===== config.mk =====
export PLATFORM = sky130hd
export DESIGN_NAME = psw_stack
export DESIGN_NICKNAME = d
export VERILOG_FILES = /design/src/rtl/psw_stack_pkg.sv /design/src/rtl/status_lifo.sv /design/src/rtl/psw_stack.sv
export SDC_FILE = /design/constraint.sdc
export NUM_CORES = 1
export LEC_CHECK = 0
export ABC_AREA = 1
export CAP_MARGIN = 10
export CORE_MARGIN = 2
export CORE_UTILIZATION = 49
export DETAILED_ROUTE_END_ITERATION = 8
export GPL_TIMING_DRIVEN = 0
export PLACE_DENSITY = 0.86
export SYNTH_ARGS = -nofsm -noshare
export SYNTH_HDL_FRONTEND = slang
export SYNTH_SLANG_ARGS = --single-unit

===== constraint.sdc =====
create_clock -name clock -period 2.23 [get_ports clock]
set_input_delay 0.5575 -clock clock [delete_from_list [all_inputs] [get_ports clock]]
set_output_delay 0.5575 -clock clock [all_outputs]
set_load 0.02 [all_outputs]

===== src/rtl/psw_stack_pkg.sv =====
// Shared constants for the program-status register: SFR addresses, flag indices, ALU mask presets.
package psw_stack_pkg;

  localparam logic [7:0] SFR_PSW   = 8'hD0;
  localparam logic [4:0] SFR_B_PSW = 5'b11010;

  localparam int unsigned FLAG_CY  = 7;
  localparam int unsigned FLAG_AC  = 6;
  localparam int unsigned FLAG_F0  = 5;
  localparam int unsigned FLAG_RS1 = 4;
  localparam int unsigned FLAG_RS0 = 3;
  localparam int unsigned FLAG_OV  = 2;
  localparam int unsigned FLAG_F1  = 1;
  localparam int unsigned FLAG_P   = 0;

  localparam logic [7:0] MASK_CY       = 8'h80;
  localparam logic [7:0] MASK_CY_OV    = 8'h84;
  localparam logic [7:0] MASK_CY_OV_AC = 8'hC4;

endpackage


===== src/rtl/status_lifo.sv =====
// WIDTH x DEPTH LIFO for saved status words; reports accepted push/pop and a misuse pulse.
module status_lifo #(
  parameter int unsigned WIDTH = 8,
  parameter int unsigned DEPTH = 4,
  parameter int unsigned CW    = $clog2(DEPTH + 1)
) (
  input  logic             clk,
  input  logic             rst_n,
  input  logic             push_i,
  input  logic             pop_i,
  input  logic [WIDTH-1:0] data_i,
  output logic [WIDTH-1:0] top_o,
  output logic [CW-1:0]    count_o,
  output logic             full_o,
  output logic             empty_o,
  output logic             push_ok_o,
  output logic             pop_ok_o,
  output logic             err_o
);

  localparam int unsigned AW = (DEPTH > 1) ? $clog2(DEPTH) : 1;

  logic [WIDTH-1:0] mem_q [2**AW];
  logic [CW-1:0]    count_q;
  logic [CW-1:0]    count_d;

  assign full_o    = (count_q == CW'(DEPTH));
  assign empty_o   = (count_q == '0);
  assign push_ok_o = push_i & ~pop_i & ~full_o;
  assign pop_ok_o  = pop_i & ~push_i & ~empty_o;
  // Simultaneous push/pop is treated as misuse and both are dropped.
  assign err_o     = (push_i & pop_i) | (push_i & full_o) | (pop_i & empty_o);
  assign count_o   = count_q;
  assign top_o     = mem_q[AW'(count_q - CW'(1))];

  always_comb begin
    count_d = count_q;
    if (push_ok_o) begin
      count_d = count_q + CW'(1);
    end else if (pop_ok_o) begin
      count_d = count_q - CW'(1);
    end
  end

  always_ff @(posedge clk) begin
    if (!rst_n) begin
      count_q <= '0;
    end else begin
      count_q <= count_d;
    end
  end

  always_ff @(posedge clk) begin
    if (push_ok_o) begin
      mem_q[AW'(count_q)] <= data_i;
    end
  end

endmodule


===== src/rtl/psw_stack.sv =====
// Parametrised program-status register with priority update logic, live parity and shadow stack.
// Optional PSW_STACK_BANK_AUTO_EN: a valid push also clears the bank-select bits [4:3].
module psw_stack
  import psw_stack_pkg::*;
#(
  parameter int unsigned      WIDTH      = 8,
  parameter int unsigned      DEPTH      = 4,
  parameter logic [7:0]       SFR_ADDR   = SFR_PSW,
  parameter logic [4:0]       BIT_BASE   = SFR_B_PSW,
  parameter int unsigned      PARITY_BIT = 0,
  parameter logic [WIDTH-1:0] RESET_VAL  = '0,
  parameter int unsigned      CW         = $clog2(DEPTH + 1)
) (
  input  logic             clock,
  input  logic             reset,
  input  logic [WIDTH-1:0] data_in,
  input  logic [7:0]       addr,
  input  logic             write_en,
  input  logic             write_bit_en,
  input  logic             bit_in,
  input  logic [WIDTH-1:0] flag_in,
  input  logic [WIDTH-1:0] flag_mask,
  input  logic [7:0]       acc,
  input  logic             push,
  input  logic             pop,
  output logic [WIDTH-1:0] psw_data,
  output logic [CW-1:0]    depth_cnt,
  output logic             full,
  output logic             empty,
  output logic             stack_err
);

  localparam logic [WIDTH-1:0] PMASK = WIDTH'(1) << PARITY_BIT;

  logic [WIDTH-1:0] data_q;
  logic [WIDTH-1:0] data_d;
  logic             stack_err_q;
  logic [WIDTH-1:0] lifo_top;
  logic             push_ok;
  logic             pop_ok;
  logic             lifo_err;
  logic             byte_wr;
  logic             bit_wr;
  logic             err_clr;
  logic [2:0]       bit_idx;
  logic [WIDTH-1:0] upd_mask;

  status_lifo #(
    .WIDTH (WIDTH),
    .DEPTH (DEPTH),
    .CW    (CW)
  ) u_lifo (
    .clk       (clock),
    .rst_n     (reset),
    .push_i    (push),
    .pop_i     (pop),
    .data_i    (data_q),
    .top_o     (lifo_top),
    .count_o   (depth_cnt),
    .full_o    (full),
    .empty_o   (empty),
    .push_ok_o (push_ok),
    .pop_ok_o  (pop_ok),
    .err_o     (lifo_err)
  );

  assign bit_idx  = addr[2:0];
  assign byte_wr  = write_en & ~write_bit_en & (addr == SFR_ADDR);
  assign err_clr  = write_en & ~write_bit_en & (addr == 8'(SFR_ADDR + 8'd1)) & data_in[0];
  assign bit_wr   = write_en & write_bit_en & (addr[7:3] == BIT_BASE)
                  & (32'(bit_idx) < WIDTH) & (32'(bit_idx) != PARITY_BIT);
  assign upd_mask = flag_mask & ~PMASK;

  // Stored parity bit is dead; the output always carries live accumulator parity.
  assign psw_data  = (data_q & ~PMASK) | ({WIDTH{^acc}} & PMASK);
  assign stack_err = stack_err_q;

  always_comb begin
    data_d = data_q;
    if (pop_ok) begin
      data_d = (lifo_top & ~PMASK) | (data_q & PMASK);
    end else if (byte_wr) begin
      data_d = (data_in & ~PMASK) | (data_q & PMASK);
    end else if (bit_wr) begin
      for (int unsigned i = 0; i < WIDTH; i++) begin
        if (i == 32'(bit_idx)) begin
          data_d[i] = bit_in;
        end
      end
    end else begin
      data_d = (data_q & ~upd_mask) | (flag_in & upd_mask);
    end
`ifdef PSW_STACK_BANK_AUTO_EN
    if (push_ok) begin
      data_d[4:3] = 2'b00;
    end
`endif
  end

  always_ff @(posedge clock) begin
    if (!reset) begin
      data_q      <= RESET_VAL;
      stack_err_q <= 1'b0;
    end else begin
      data_q <= data_d;
      if (lifo_err) begin
        stack_err_q <= 1'b1;
      end else if (err_clr) begin
        stack_err_q <= 1'b0;
      end
    end
  end

endmodule


**The metal 1 layer**

The bar under the picture is 20 um long. Cells faint in the background.
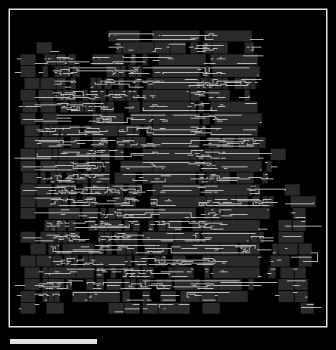
- longest straight run: 23.2 um
- main direction: horizontal
Via Count: 2,067
WL final: 5342 um
met1 usage: 0.2603

**M2 wires**

Cells faint in the background.
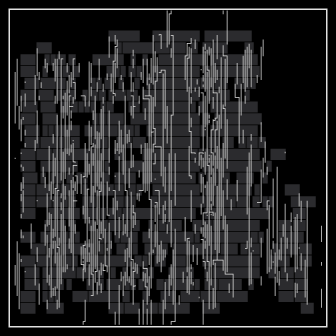
- wire length on this layer: 2,710 um
- longest straight run: 31.6 um
- share of all routed wire: 51%
met2 Use GR: 0.3919

==> run summary <==
Status = finished clean
Crit-path cells = clkdlybuf4s50_1 > xnor2_1 > xnor2_1 > xnor2_1 > buf_4
Hold EP = stack_err
Maxcap violations = 0
Met1 wire length = 2137 um
Die Size = 0.005274 sq mm
Min-delay src = stack_err
DP HPWL = 4113 um
Initial antenna violation count = 0
# Cells Yosys = 272
Drt drc = 0
Maximum clock rate = 0.4528 GHz
N_diodes = 0
Power Combinational = 485 uW
WHS = 0.4843 ns
Post-route ant nets = 0
Number of enable flip-flop cells = 28
DR WL met3 = 376 um
PortBufs = 58
Clock power frac = 0.264
CP Capture Point = psw_data[0]
Most Frequent Cell on Critical Path = xnor2_1
Crit-path max cell delay = 0.41 ns
AND/OR/NAND/NOR Cells, Area Fraction = 0.3026
Hold path cells = 2
N_taps = 52
WP depth = 5
Min Tclk post-route = 2.208 ns
Placed cell count = 382
Max-area cell share = 0.3644
Syn nets = 324
Fin cells = 392
Leading cell kind = multi-input combinational cells
Worst r2r path cells = 7
NetSw = 543.1 uW
Max power group = sequential cells
Filler cells = 346
Sw Ratio = 0.3009
R2R Path End = u_lifo.mem_q[0][2]
Worst-path clk slew = 0.08 ns
Total gr overflow = 0
Layout cells sized above 1 = 0.1441
Nonclk inv count = 40
Top cells by count = nand2_1, inv_1, edfxtp_1, nor2_1
Met3 usage in global routing = 0.05249
Clock-cell share = 0.03011
WL met2 = 2709 um
Dominant combinational family = simple AND/OR/NAND/NOR gates
Chip width = 72.62 um
Final Instance Area = 0.003117 sq mm
Clock buffer depth = 2
Top cells excl fill/tap = nand2_1, clkdlybuf4s50_1, inv_1
Hold Vio Cnt, Final = 0
Distinct cells, synth = 32
Register area share after synthesis = 0.4599
RSZ-0062 raised after global routing = yes
RePlAce Congestion = 0.9048
Top cell excl fill/tap = nand2_1
Synthesis-to-finish area growth = 35.09%
PwrDens = 579.0 mW/mm^2
Static leakage power = 0.001399 uW
Count leader, synth = nand2_1
Hold Path Class = flop to flop
Post-CTS Setup Repair Bufs = 1
Comb_multi_in = 186
H-tree Lvls = 2
Non-CTS buffers = 67
Crit path DRT = 1.67 ns
Mapped cell area = 0.002307 sq mm
Chip height = 72.62 um
Slew HR = 0.6897
Vias in the first global route = 2,055
Buf/Inv on CP = 2
Syn avg cell area = 8.482 sq um
Worst Path Max Fanout = 1
Setup WS pre-CTS = -0.5125 ns
Worst Skew = 0.003742 ns
Nets = 391
Cell type with the largest total area after synthesis = edfxtp_1
Int Pwr = 1261 uW
WS Path Type = primary input to output port
Ao+oa area frac = 0.09870
XOR/XNOR Area Share = 0.02657
DR top layer = met4
Async S/R FF share, synth = 0
Adder Share, Synth = 0.02711
Combinational power share = 0.269
Insertion Delay late pin = 0.29 ns
Crit-path slowest cell = clkdlybuf4s50_1
Largest net degree at the start of global routing = 15
Synth Register Bits = 39
CP startpoint = acc[2]
Tool Warnings = 33
Crit start category = primary input
Root buffer cell = clkbuf_8
Final Slew Violations = 0
Chip Area, Yosys = 0.002307 sq mm
Crit share post-route = 0.9903
Vias per Instance = 5.273
Origin of the critical flop-to-flop path = u_lifo.count_o[0]
Core Area = 0.004444 sq mm
Main flop type = edfxtp_1
CTS tree = built
Core Density at Floorplan = 0.5191
CP top delay family = buffers and inverters
TNS Setup = 0 ns
GRT Total Usage = 0.2218
Clock network power = 477 uW
Setup violations, final = 0
Seq pwr share = 0.467
FF-to-FF setup slack = 0.09 ns
Cell row count = 24
Clock buffer count in the final layout = 5
WP data arrival = 1.65 ns
Global-route wire length before repair = 9004 um
Cells after Synth = 272
Layout non-clock buf frac = 0.2108
Post-DP Area = 0.002955 sq mm
Ys Warns = 0
Grt peak-use layer = met2
Boundary pin count = 61
Synth area leaders = edfxtp_1, dfxtp_1, nand2_1, inv_1, nor2_1
DRT iter0 DRCs = 128
Iteration tally of the first detailed-router pass = 4
Drt wl/cell = 13.63 um
MI comb area = 0.001082 sq mm
Seq cells = 39
Worst Setup End Kind = output port
Synth mux share = 0
Post-CTS resize count = 28
Total CTS buffers = 5
Slew @ Worst Pin = 0.4654 ns
Pwr Total = 1805 uW
CTS Hold Buffers Added = 0
Clock sinks = 39
Comb area share = 0.3473
Peak supply drop = 0.2903 mV
**Where the registers sit**

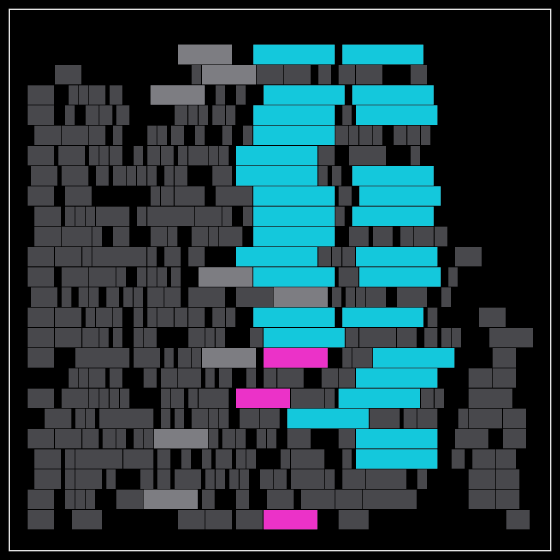
- u_lifo.count_o: magenta (placed flops 3)
- u_lifo.mem_q: cyan (placed flops 28)
- not colored: 8
Seq. pwr: 843 uW
sequential share of cell area: 0.3416
post-layout util: 0.7013
storage element area: 0.001065 sq mm

Power is estimated from default activity; no workload was simulated.
